### src/rtl/mac_pkg.sv
// mac_pkg: shared extension and saturating-add helpers for the pipelined MAC.
package mac_pkg;
   function automatic logic [63:0] mask(input int w);
      return (w >= 64) ? '1 : (64'd1 << w) - 64'd1;
   endfunction
   function automatic logic [63:0] acc_max(input int w, input bit sgn);
      return sgn ? (64'd1 << (w - 1)) - 64'd1 : mask(w);
   endfunction
   function automatic logic [63:0] acc_min(input int w, input bit sgn);
      return sgn ? ~acc_max(w, sgn) : 64'd0;
   endfunction
   function automatic logic [63:0] sext(input logic [63:0] x, input int w);
      return x[w-1] ? (x | ~mask(w)) : (x & mask(w));
   endfunction
   function automatic logic [63:0] ext(input logic [63:0] x, input int w, input bit sgn);
      return sgn ? sext(x, w) : (x & mask(w));
   endfunction
   // Operands are w-bit values; the sum is formed in 64 bits so the true result is visible
   function automatic logic [63:0] sat_add(input logic [63:0] x, input logic [63:0] y,
                                           input int w, input bit sgn, input bit sat,
                                           output logic ovf);
      logic [63:0] s, hi, lo;
      logic over, under;
      s = ext(x, w, sgn) + ext(y, w, sgn);
      hi = acc_max(w, sgn);
      lo = acc_min(w, sgn);
      over = sgn ? ($signed(s) > $signed(hi)) : (s > hi);
      under = sgn && ($signed(s) < $signed(lo));
      ovf = over | under;
      return ((!ovf || !sat) ? s : (over ? hi : lo)) & mask(w);
   endfunction
endpackage

### src/rtl/mac_mult_stage.sv
// mac_mult_stage: operand register followed by a registered product, with valid/last sideband.
module mac_mult_stage
   import mac_pkg::*;
#(
   parameter int IN_W   = 4,
   parameter int SIGNED = 0
) (
   input  logic              clk,
   input  logic              rst,
   input  logic              hold,
   input  logic              in_valid,
   input  logic [IN_W-1:0]   a,
   input  logic [IN_W-1:0]   b,
   input  logic              last,
   output logic              v,
   output logic              l,
   output logic [2*IN_W-1:0] p
);
   logic              v0, l0;
   logic [IN_W-1:0]   a0, b0;
   logic signed [2*IN_W-1:0] ps;
   logic [2*IN_W-1:0] pu;
   assign ps = $signed(a0) * $signed(b0);
   assign pu = a0 * b0;
   always_ff @(posedge clk) begin
      if (rst) begin
         v0 <= 1'b0;
         l0 <= 1'b0;
         a0 <= '0;
         b0 <= '0;
         v  <= 1'b0;
         l  <= 1'b0;
         p  <= '0;
      end else if (!hold) begin
         v0 <= in_valid;
         l0 <= last;
         a0 <= a;
         b0 <= b;
         v  <= v0;
         l  <= l0;
         p  <= (SIGNED != 0) ? $unsigned(ps) : pu;
      end
   end
endmodule

### src/rtl/mac_pipelined.sv
// mac_pipelined: streaming multiply-accumulate over last-delimited vectors with held results.
// ACC_W must lie in [2*IN_W, 63].
module mac_pipelined
   import mac_pkg::*;
#(
   parameter int IN_W     = 4,
   parameter int ACC_W    = 9,
   parameter int SIGNED   = 0,
   parameter int SATURATE = 1,
   parameter int CNT_W    = 8
) (
   input  logic             clk,
   input  logic             rst,
   input  logic             in_valid,
   output logic             in_ready,
   input  logic [IN_W-1:0]  a,
   input  logic [IN_W-1:0]  b,
   input  logic             last,
   output logic [ACC_W-1:0] acc,
   output logic             out_valid,
   input  logic             out_ready,
   output logic [ACC_W-1:0] result,
   output logic             ovf,
   output logic [CNT_W-1:0] beats
);
   logic              v1, l1, stall, upd, first, stk, stk_n, o;
   logic [2*IN_W-1:0] p1;
   logic [ACC_W-1:0]  base, sum;
   logic [CNT_W-1:0]  cnt, cnt_n;
   logic [63:0]       t;
   // A finished vector sum waiting on a full result register blocks the whole pipe
   assign stall = v1 & l1 & out_valid & ~out_ready;
   assign in_ready = ~stall;
   assign upd = v1 & ~stall;
   mac_mult_stage #(.IN_W(IN_W), .SIGNED(SIGNED)) u_mult (
      .clk(clk), .rst(rst), .hold(stall), .in_valid(in_valid & in_ready),
      .a(a), .b(b), .last(last), .v(v1), .l(l1), .p(p1)
   );
   always_comb begin
      base = first ? '0 : acc;
      o = 1'b0;
      t = sat_add({{(64-ACC_W){1'b0}}, base},
                  ext({{(64-2*IN_W){1'b0}}, p1}, 2*IN_W, SIGNED != 0),
                  ACC_W, SIGNED != 0, SATURATE != 0, o);
      sum = t[ACC_W-1:0];
      stk_n = (stk & ~first) | o | (|t[63:ACC_W]);
      cnt_n = first ? CNT_W'(1) : (&cnt ? cnt : cnt + 1'b1);
   end
   always_ff @(posedge clk) begin
      if (rst) begin
         acc       <= '0;
         stk       <= 1'b0;
         cnt       <= '0;
         first     <= 1'b1;
         out_valid <= 1'b0;
         result    <= '0;
         ovf       <= 1'b0;
         beats     <= '0;
      end else begin
         if (upd) begin
            acc   <= sum;
            stk   <= stk_n;
            cnt   <= cnt_n;
            first <= l1;
         end
         if (upd & l1) begin
            result    <= sum;
            ovf       <= stk_n;
            beats     <= cnt_n;
            out_valid <= 1'b1;
         end else if (out_ready) begin
            out_valid <= 1'b0;
         end
      end
   end
endmodule

### config.mk
export PLATFORM = sky130hd
export DESIGN_NAME = mac_pipelined
export DESIGN_NICKNAME = d
export VERILOG_FILES = /design/src/rtl/mac_pkg.sv /design/src/rtl/mac_mult_stage.sv /design/src/rtl/mac_pipelined.sv
export SDC_FILE = /design/constraint.sdc
export NUM_CORES = 1
export LEC_CHECK = 0
export CAP_MARGIN = 20
export CORE_UTILIZATION = 36
export DETAILED_ROUTE_END_ITERATION = 8
export GPL_ROUTABILITY_DRIVEN = 1
export GPL_TIMING_DRIVEN = 0
export PLACE_DENSITY = 0.59
export REMOVE_ABC_BUFFERS = 1
export SETUP_SLACK_MARGIN = 0.3
export SYNTH_ARGS = -nofsm -noshare
export SYNTH_HDL_FRONTEND = slang
export SYNTH_SLANG_ARGS = --single-unit
### constraint.sdc
create_clock -name clk -period 3.14 [get_ports clk]
set_input_delay 0.628 -clock clk [delete_from_list [all_inputs] [get_ports clk]]
set_output_delay 0.628 -clock clk [all_outputs]
set_load 0.03 [all_outputs]
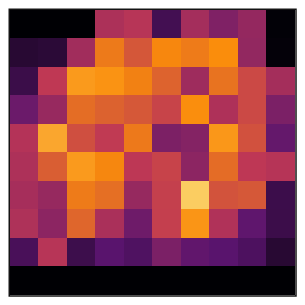
Fig. 1. Placement density heat map.
(3 px per um) The die is cut into 10 by 10 equal tiles; black is low, pale yellow is high, 0 to 100% covered.
9.0% of the tiles are over 75% full. 15% of the tiles are nearly empty. The emptiest ninth of the die: lower right.
Initial Util: 37.60%
Core Region: 8299 um^2
final core occ: 46.22%

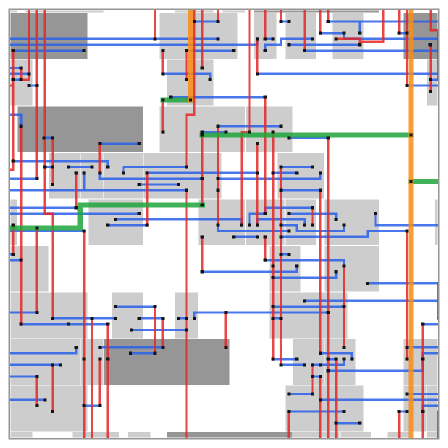
Fig. 2. Layout detail.
Window x 35 to 60, y 35 to 60 um. Cells in grey, sequential cells in the stronger grey; small squares are vias.
Blue is metal 1. Orange is metal 4. Red is metal 2. Green is metal 3.
36 logic cells have their middle in the window. Sequential cells in the window: 3. Netlist names of flops here include u_mult.p (2), acc (1). Most frequent: a21oi_1 (6), ha_1 (5).

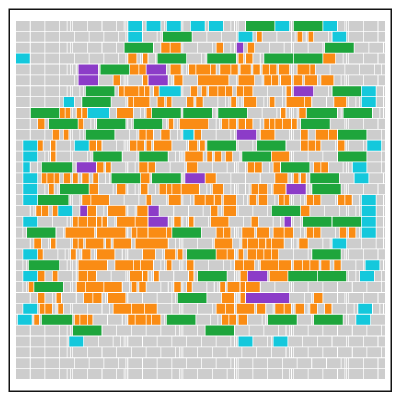
Fig. 3. Cell classes on the final placement.
(4 px per um) Fill, decap, tap and diode cells in grey.
Orange is combinational and other logic, cells 300, share of their area 51%. Cyan is other buffers and delay cells, cells 45, share of their area 12%. Purple is clock drivers and dummy loads, cells 16, share of their area 5.5%. Green is flops, cells 58, share of their area 32%.

==> impl_metrics.py <==
# Physical implementation metrics
metrics = {
    "status": {
        "status": "finished, final reports clean",
    },
    "power_and_ir_drop": {
        "power.density_nw_per_um2": 423.4,
        "switchingPower_uw": 401.0,
        "finalPower_uw": 1624,
    },
    "worst_setup_path": {
        "crit_buf_inv": 1,
        "required_ns": 3.42,
        "path_cells": "nand2_1, fa_1, fa_1, inv_1, fa_2, a21o_1, a21oi_1, xnor2_1, nand2_1, a21oi_1",
        "worstSetupEndpointType": "flip-flop",
        "crit_path_start": "u_mult.a0[0]",
        "cp-endpoint": "u_mult.p[6]",
        "critPathArrivalTime_ns": 3.00,
    },
    "global_routing": {
        "grtUsageTotal_pct": 17.00,
        "grt_max_degree": 27,
        "grt_pass1_wl_um": 11830,
    },
    "clock_tree": {
        "cts_inserted_buffers": 9,
        "htreeDepth": 3,
        "cts_resized": 6,
        "cts_tree": "built",
        "root_buffer": "clkbuf_8",
    },
    "drt": {
        "drt_iter0_drc": 116,
        "detail_route.first_pass.iterations": 4,
        "drc": 0,
    },
    "cells_and_area": {
        "nMultiInputCombCells": 292,
        "seq_share_pct": 30.43,
        "inverters": 8,
        "finalInstanceArea_um2": 3836,
        "final_nets": 453,
        "logic_area_um2": 1853,
        "layout_top_cells": "58 x nand2_1, 53 x dfxtp_1, 44 x a21oi_1, 40 x clkdlybuf4s50_1, 29 x o21ai_0",
        "drive_gt1_share_pct": 9.308,
        "fillCellCount": 835,
        "buffer_area_share_pct": 11.74,
        "layout.cells.non_filler": 524,
    },
    "final_timing": {
        "tightest_slew_ns": 0.7629,
        "hold_violations": 0,
        "relSlewSlack_pct": 49.08,
        "period_needed_ns": 2.718,
        "max_freq_ghz": 0.3679,
    },
    "min_path": {
        "min_path_cells": 2,
        "hp-start": "beats[2]",
    },
    "synth": {
        "synthDistinctLibCells": 48,
        "ys.flops": 58,
        "edf_count": 0,
        "synth.area.top_cells": "dfxtp_1 37%, ha_1 8.4%, a21oi_1 7.2%",
    },
    "floorplanning": {
        "die_height_um": 95.10,
    },
    "placed_design": {
        "place_congestion": 0.7936,
    },
}
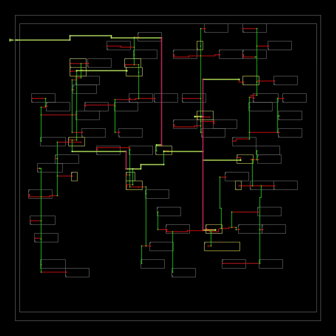
Fig. 4. Clock routing.
Clock group: 711 uW
clk_skew: 0.005801 ns
clk ins delay skew pair: 0.34 ns
CLK BUF: 11

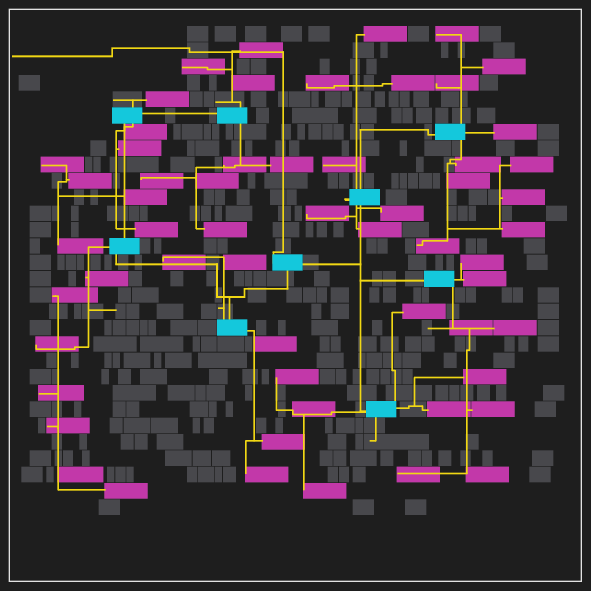
Fig. 5. Clock network drawn from the DEF.
(6 px per um)
Yellow is clock wires, length 847 um. Magenta is flip-flops, count 58. Cyan is clock drivers, count 9.
There are 10 routed clock nets. Position of the flops: widely spread.
Clock power frac: 43.8%

## registers in the layout, indices dropped and copies added, names as in the netlist
register   count
u_mult.b0      4
u_mult.l0      1
result         9
stk            1
u_mult.v       1
acc            9
beats          8
u_mult.v0      1
cnt            8
u_mult.p       8
ovf            1
u_mult.a0      4
out_valid      1
first          1
u_mult.l       1
## power groups by stage
stage	combinational [uW]	sequential, uW	clock [uW]
floorplan	64.1	803	0
global placement	130	794	0
detailed placement	133	794	0
CTS	134	778	726
global route	153	781	763
finish	135	778	711
## layer usage
metal | vias to the layer above | global-route usage, % | wire length, um
met5 | - | 0 | 0
met4 | 0 | 6.313 | 85
met3 | 9 | 5.104 | 410
met2 | 77 | 26.13 | 3152
met1 | 1250 | 22.35 | 3314
li1 | 1413 | - | -
Power is estimated from default activity; no workload was simulated.
